`config.mk`:
```
export PLATFORM = sky130hd
export DESIGN_NAME = datapath
export DESIGN_NICKNAME = d
export VERILOG_FILES = /design/src/rtl/datapath.sv
export SDC_FILE = /design/constraint.sdc
export NUM_CORES = 1
export LEC_CHECK = 0
export CAP_MARGIN = 20
export CORE_MARGIN = 10
export CORE_UTILIZATION = 40
export DETAILED_ROUTE_END_ITERATION = 6
export GPL_ROUTABILITY_DRIVEN = 0
export SLEW_MARGIN = 15
export SYNTH_ARGS = -nofsm -noshare
export SYNTH_HDL_FRONTEND = slang
export SYNTH_SLANG_ARGS = --single-unit
```
`constraint.sdc`:
```
create_clock -name CLK -period 3.7 [get_ports CLK]
set_clock_uncertainty 0.1 [all_clocks]
set_input_delay 0.37 -clock CLK [delete_from_list [all_inputs] [get_ports CLK]]
set_output_delay 0.37 -clock CLK [all_outputs]
set_load 0.1 [all_outputs]
```
`src/rtl/datapath.sv`:
```
// Register/bus/ALU/RAM half of the 8-bit machine: shared bus, A/B/OUT/IR/MAR/PC, 16x8 RAM, flags.
// Option: define DATAPATH_RAM_CLEAR_EN to have RESET also clear all RAM words.
module datapath (
  input  logic       CLK,
  input  logic       RESET,
  input  logic       CLR,
  input  logic       HLT,
  input  logic       CE,
  input  logic       SU,
  input  logic       RI,
  input  logic       AIn,
  input  logic       BIn,
  input  logic       OIn,
  input  logic       IIn,
  input  logic       Jn,
  input  logic       FIn,
  input  logic       MIn,
  input  logic       AOn,
  input  logic       BOn,
  input  logic       IOn,
  input  logic       COn,
  input  logic       EOn,
  input  logic       ROn,
  input  logic       NOn,
  input  logic [7:0] IN_DATA,
  input  logic       PROG_WE,
  input  logic [3:0] PROG_ADDR,
  input  logic [7:0] PROG_DATA,
  output logic [3:0] OPCODE,
  output logic       CF,
  output logic       ZF,
  output logic [7:0] OUT_DATA,
  output logic       OUT_STB,
  output logic [7:0] BUS
);

  logic [7:0] r_a, r_b, r_out, r_ir;
  logic [3:0] r_mar, r_pc;
  logic       r_cf, r_zf, r_out_stb;
  logic [7:0] r_ram [16];

  logic [8:0] w_alu;
  logic [7:0] w_bus;
  logic       w_ri_we;
  logic       w_ram_we [16];
  logic [7:0] w_ram_wd [16];

  always_comb begin
    w_alu = {1'b0, r_a} + {1'b0, (SU ? ~r_b : r_b)} + {8'd0, SU};
  end

  always_comb begin
    w_bus = '0;
    if      (!ROn) w_bus = r_ram[r_mar];
    else if (!EOn) w_bus = w_alu[7:0];
    else if (!AOn) w_bus = r_a;
    else if (!BOn) w_bus = r_b;
    else if (!IOn) w_bus = {4'h0, r_ir[3:0]};
    else if (!COn) w_bus = {4'h0, r_pc};
    else if (!NOn) w_bus = IN_DATA;
  end

  // Port write wins only on an address collision; otherwise both writes land.
  always_comb begin
    w_ri_we = RI && !HLT && !CLR;
    for (int unsigned i = 0; i < 16; i++) begin
      w_ram_we[i] = 1'b0;
      w_ram_wd[i] = '0;
      if (PROG_WE && (PROG_ADDR == 4'(i))) begin
        w_ram_we[i] = 1'b1;
        w_ram_wd[i] = PROG_DATA;
      end else if (w_ri_we && (r_mar == 4'(i))) begin
        w_ram_we[i] = 1'b1;
        w_ram_wd[i] = w_bus;
      end
    end
  end

`ifdef DATAPATH_RAM_CLEAR_EN
  always_ff @(posedge CLK or posedge RESET) begin
    if (RESET) begin
      for (int unsigned i = 0; i < 16; i++) r_ram[i] <= '0;
    end else begin
      for (int unsigned i = 0; i < 16; i++)
        if (w_ram_we[i]) r_ram[i] <= w_ram_wd[i];
    end
  end
`else
  always_ff @(posedge CLK) begin
    for (int unsigned i = 0; i < 16; i++)
      if (w_ram_we[i]) r_ram[i] <= w_ram_wd[i];
  end
`endif

  always_ff @(posedge CLK or posedge RESET) begin
    if (RESET) begin
      r_a <= '0; r_b <= '0; r_out <= '0; r_ir <= '0;
      r_mar <= '0; r_pc <= '0; r_cf <= 1'b0; r_zf <= 1'b0;
      r_out_stb <= 1'b0;
    end else if (CLR) begin
      r_a <= '0; r_b <= '0; r_out <= '0; r_ir <= '0;
      r_mar <= '0; r_pc <= '0; r_cf <= 1'b0; r_zf <= 1'b0;
      r_out_stb <= 1'b0;
    end else begin
      r_out_stb <= !HLT && !OIn;
      if (!HLT) begin
        if (!AIn) r_a   <= w_bus;
        if (!BIn) r_b   <= w_bus;
        if (!OIn) r_out <= w_bus;
        if (!IIn) r_ir  <= w_bus;
        if (!MIn) r_mar <= w_bus[3:0];
        if (!FIn) begin
          r_cf <= w_alu[8];
          r_zf <= (w_alu[7:0] == 8'h00);
        end
        if (!Jn)     r_pc <= w_bus[3:0];
        else if (CE) r_pc <= r_pc + 4'd1;
      end
    end
  end

  assign OPCODE   = r_ir[7:4];
  assign CF       = r_cf;
  assign ZF       = r_zf;
  assign OUT_DATA = r_out;
  assign OUT_STB  = r_out_stb;
  assign BUS      = w_bus;

endmodule

```
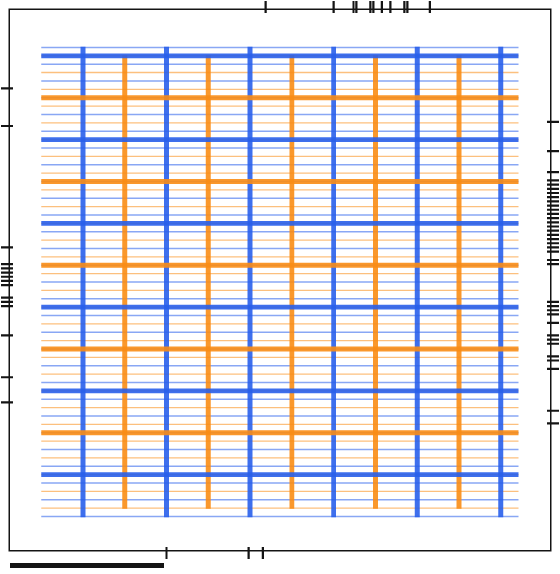
(PDN straps and rails)
Scale bar: 50 um. Pins as bars on the die edge.
Key: VDD = orange; VSS = blue
65 signal pins sit on the boundary. 11 straps on met5. 57 met1 rails follow the rows. The core has 56 rows.
die span in y: 175.4 um
peak supply drop: 0.0002264 V
core area: 23,610 um^2

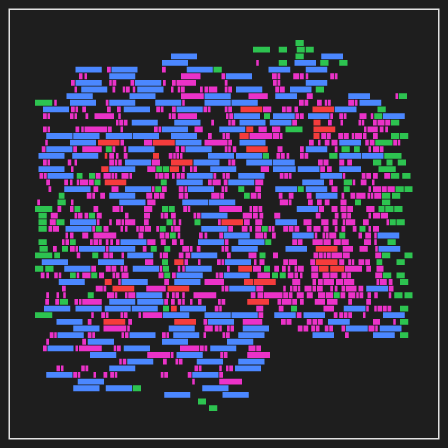
(cells coloured by class)
Key: other buffers and delay cells = green [cells 118, share of their area 10%]; all other logic = magenta [cells 685, share of their area 39%]; flip-flops = blue [cells 171, share of their area 45%]; clock drivers and dummy loads = red [cells 32, share of their area 5.3%]
row cnt: 56
post-layout util: 48.00%
Design Area, Final: 11,330 um^2

==> ci_impl_report.md <==
### Metrics collected by this job

| Metric | Value |
|---|---|
| Hold slack | 0.3675 ns |
| Combinational share of cell area | 37.19% |
| Tapcell count | 319 |
| Register area | 4921 um^2 |
| Result of the run | finished, final reports clean |
| Top class by area | flip-flops and latches |
| Slowest stage delay, CP | 0.58 ns |
| Fp util | 40.90% |
| Post-synthesis sequential element count | 171 |
| Lkg Pwr | 3.983 nW |
| Layout cells sized above 1 | 14.12% |
| OpenROAD warning count | 26 |
| Io pins | 65 |
| Hold Path Class | input port to async pin |
| Worst setup endpoint | BUS[3] |
| Crit path required time | 3.23 ns |
| Layout clock buffer count | 17 |
| Wirelength, routed | 29.32 mm |
| Setup crit end kind | primary output |
| Vias in the first global route | 7,457 |
| Clock Tree Buf Depth | 2 |
| Vias | 7,607 |
| DRC errors left | 0 |
| Clock-cell share of area | 5.078% |
| Final Hold Vio Count | 0 |
| Fmax achieved | 0.2839 GHz |
| Mapped Avg Cell Area | 10.25 um^2 |
| Max Fanout on Critical Path | 8 |
| RSZ-0062 raised after global routing | no |
| Syn_nets | 993 |
| YS chip area | 9657 um^2 |
| Initial antenna violation count | 0 |
| CP bufs+invs | 3 |
| PwrDens | 440.7 nW/um^2 |
| Place WS | 0.1888 ns |
| Setup Viol. Count Final | 0 |
| Worst Setup Start Kind | input port |
| Period utilization | 95.19% |
| Max Cap Viol | 0 |
| Cell Chain, Critical Path | clkdlybuf4s50_1, xor2_1, ha_1, a21oi_1, o21ai_1, o31a_1, a211o_2, inv_1, buf_12 |
| Post-synth EDFFs | 128 |
| CP max-delay cell | clkdlybuf4s50_1 |
| Antenna Cells | 0 |
| Routed WL per cell | 22.13 um |
| Overall Power | 4.994 mW |
| Final min period | 3.522 ns |
| Setup TNS | 0 ns |
| Via density | 5.741 |
| Layout fillers | 2,225 |
| Final non-clock buffer share | 10.05% |
| R2R cell count | 7 |
| Register area share after synthesis | 50.95% |
| Ys async rst share | 25.15% |
| TritonCTS clock tree | built |
| Initial DRC Count | 786 |
| Mapped Cells | 942 |
| Seq cells | 171 |
| Crit path depth | 9 |
-- cells by family (layout without fill, tap and decap cells) --
logic type	after synthesis	in the layout	synth area share, %
xor gates and xnor gates	13	13	1.179
muxes	49	49	8.668
DFF	171	171	50.95
buffers and inverters	108	172	5.545
and+or+nand+nor	326	326	16.25
adders and majority gates	9	9	1.244
AOI/OAI and AO/OA	266	266	16.17
-- synthesized netlist by cell type (all sizes together) (3+ instances only) --
cell,instances,area [um^2]
nand2,167,629.4
o21ai,161,839.6
edfxtp,128,3844
clkbuf,51,192.7
dfrtp,43,1076
nor2,39,146.4
buf,35,259.0
a21oi,29,145.1
nand2b,29,181.4
o22ai,26,162.7
mux2i,24,240.2
mux4,24,585.6
or3,22,137.6
inv,21,78.82
or2,13,81.33
nor2b,11,68.82
xor2,10,87.58
a22oi,9,67.56
nand3b,9,67.56
a211oi,8,60.06
ha,8,100.1
nand3,8,40.04
nor3,7,40.04
a211o,5,43.79
a31oi,4,31.28
nor3b,4,35.03
o211ai,4,30.03
nand4,3,18.77
nand4b,3,26.28
nor4,3,33.78
xnor2,3,26.28
-- what timing repair did --
action | 4_1_cts | 5_1_grt
gates resized | 0 | 2
hold buffers | 0 | 0
endpoints found under the setup margin | 0 | 2
-- worst reg2reg max path: stages, from the launching register on --
cell and delay [ns]:
dfrtp_2 0.48, buf_4 0.42, mux4_1 0.63, mux2i_1 0.31, o22a_1 0.23, o21a_1 0.20
buf_4 0.23, o21ai_0 0.12
-- metal layers --
layer | global-route usage [%] | vias up | routed length [um]
met2 | 28.80 | 325 | 13140
met3 | 4.782 | 31 | 2555
li1 | - | 3531 | -
met4 | 5.334 | 0 | 518
met5 | 0 | - | 0
met1 | 26.41 | 3720 | 13100
-- sequential cells by signal, indices dropped and copies added, names as in the netlist --
register  count
r_ram       128
OUT_DATA      8
r_a           8
r_b           8
r_ir          8
r_mar         4
r_pc          4
CF            1
OUT_STB       1
ZF            1
-- report_power, final --
group	total (mW)	switching (mW)	internal, mW	leakage [nW]
clock network	1.78	0.877	0.900	0.274
registers	2.14	0.0403	2.10	1.78
logic	1.08	0.718	0.357	1.92
-- per-stage QoR --
stage | std cells | util [%] | area [um^2]
after floorplan | 942 | - | 9657
after global placement | 1293 | 45.53 | 10750
after detailed placement | 1293 | 45.53 | 10750
after CTS | 1325 | 47.97 | 11330
after global routing | 1325 | 48.00 | 11330
final | 1325 | 48.00 | 11330
-- placed cells by master, fill, tap and decap left out, types with 4 or more instances in the layout --
cell type	instances
mux2i_1	24
clkbuf_16	17
o21ai_2	9
mux4_2	12
a21oi_1	29
o21ai_0	144
xor2_1	10
o211ai_1	4
or3_1	22
a22oi_1	9
nor2_1	39
o22ai_1	25
o21ai_1	8
ha_1	8
buf_4	53
or2_2	11
buf_12	9
nor3_1	6
nand3_1	8
nand2_1	166
a211o_1	4
dfrtp_1	42
inv_1	19
nand2b_1	29
nor2b_1	11
mux4_1	12
inv_8	5
nand3b_1	9
inv_6	4
a211oi_1	8
clkdlybuf4s50_1	56
edfxtp_1	128
Power figures rest on the tool's default switching activity, not on a simulated workload.
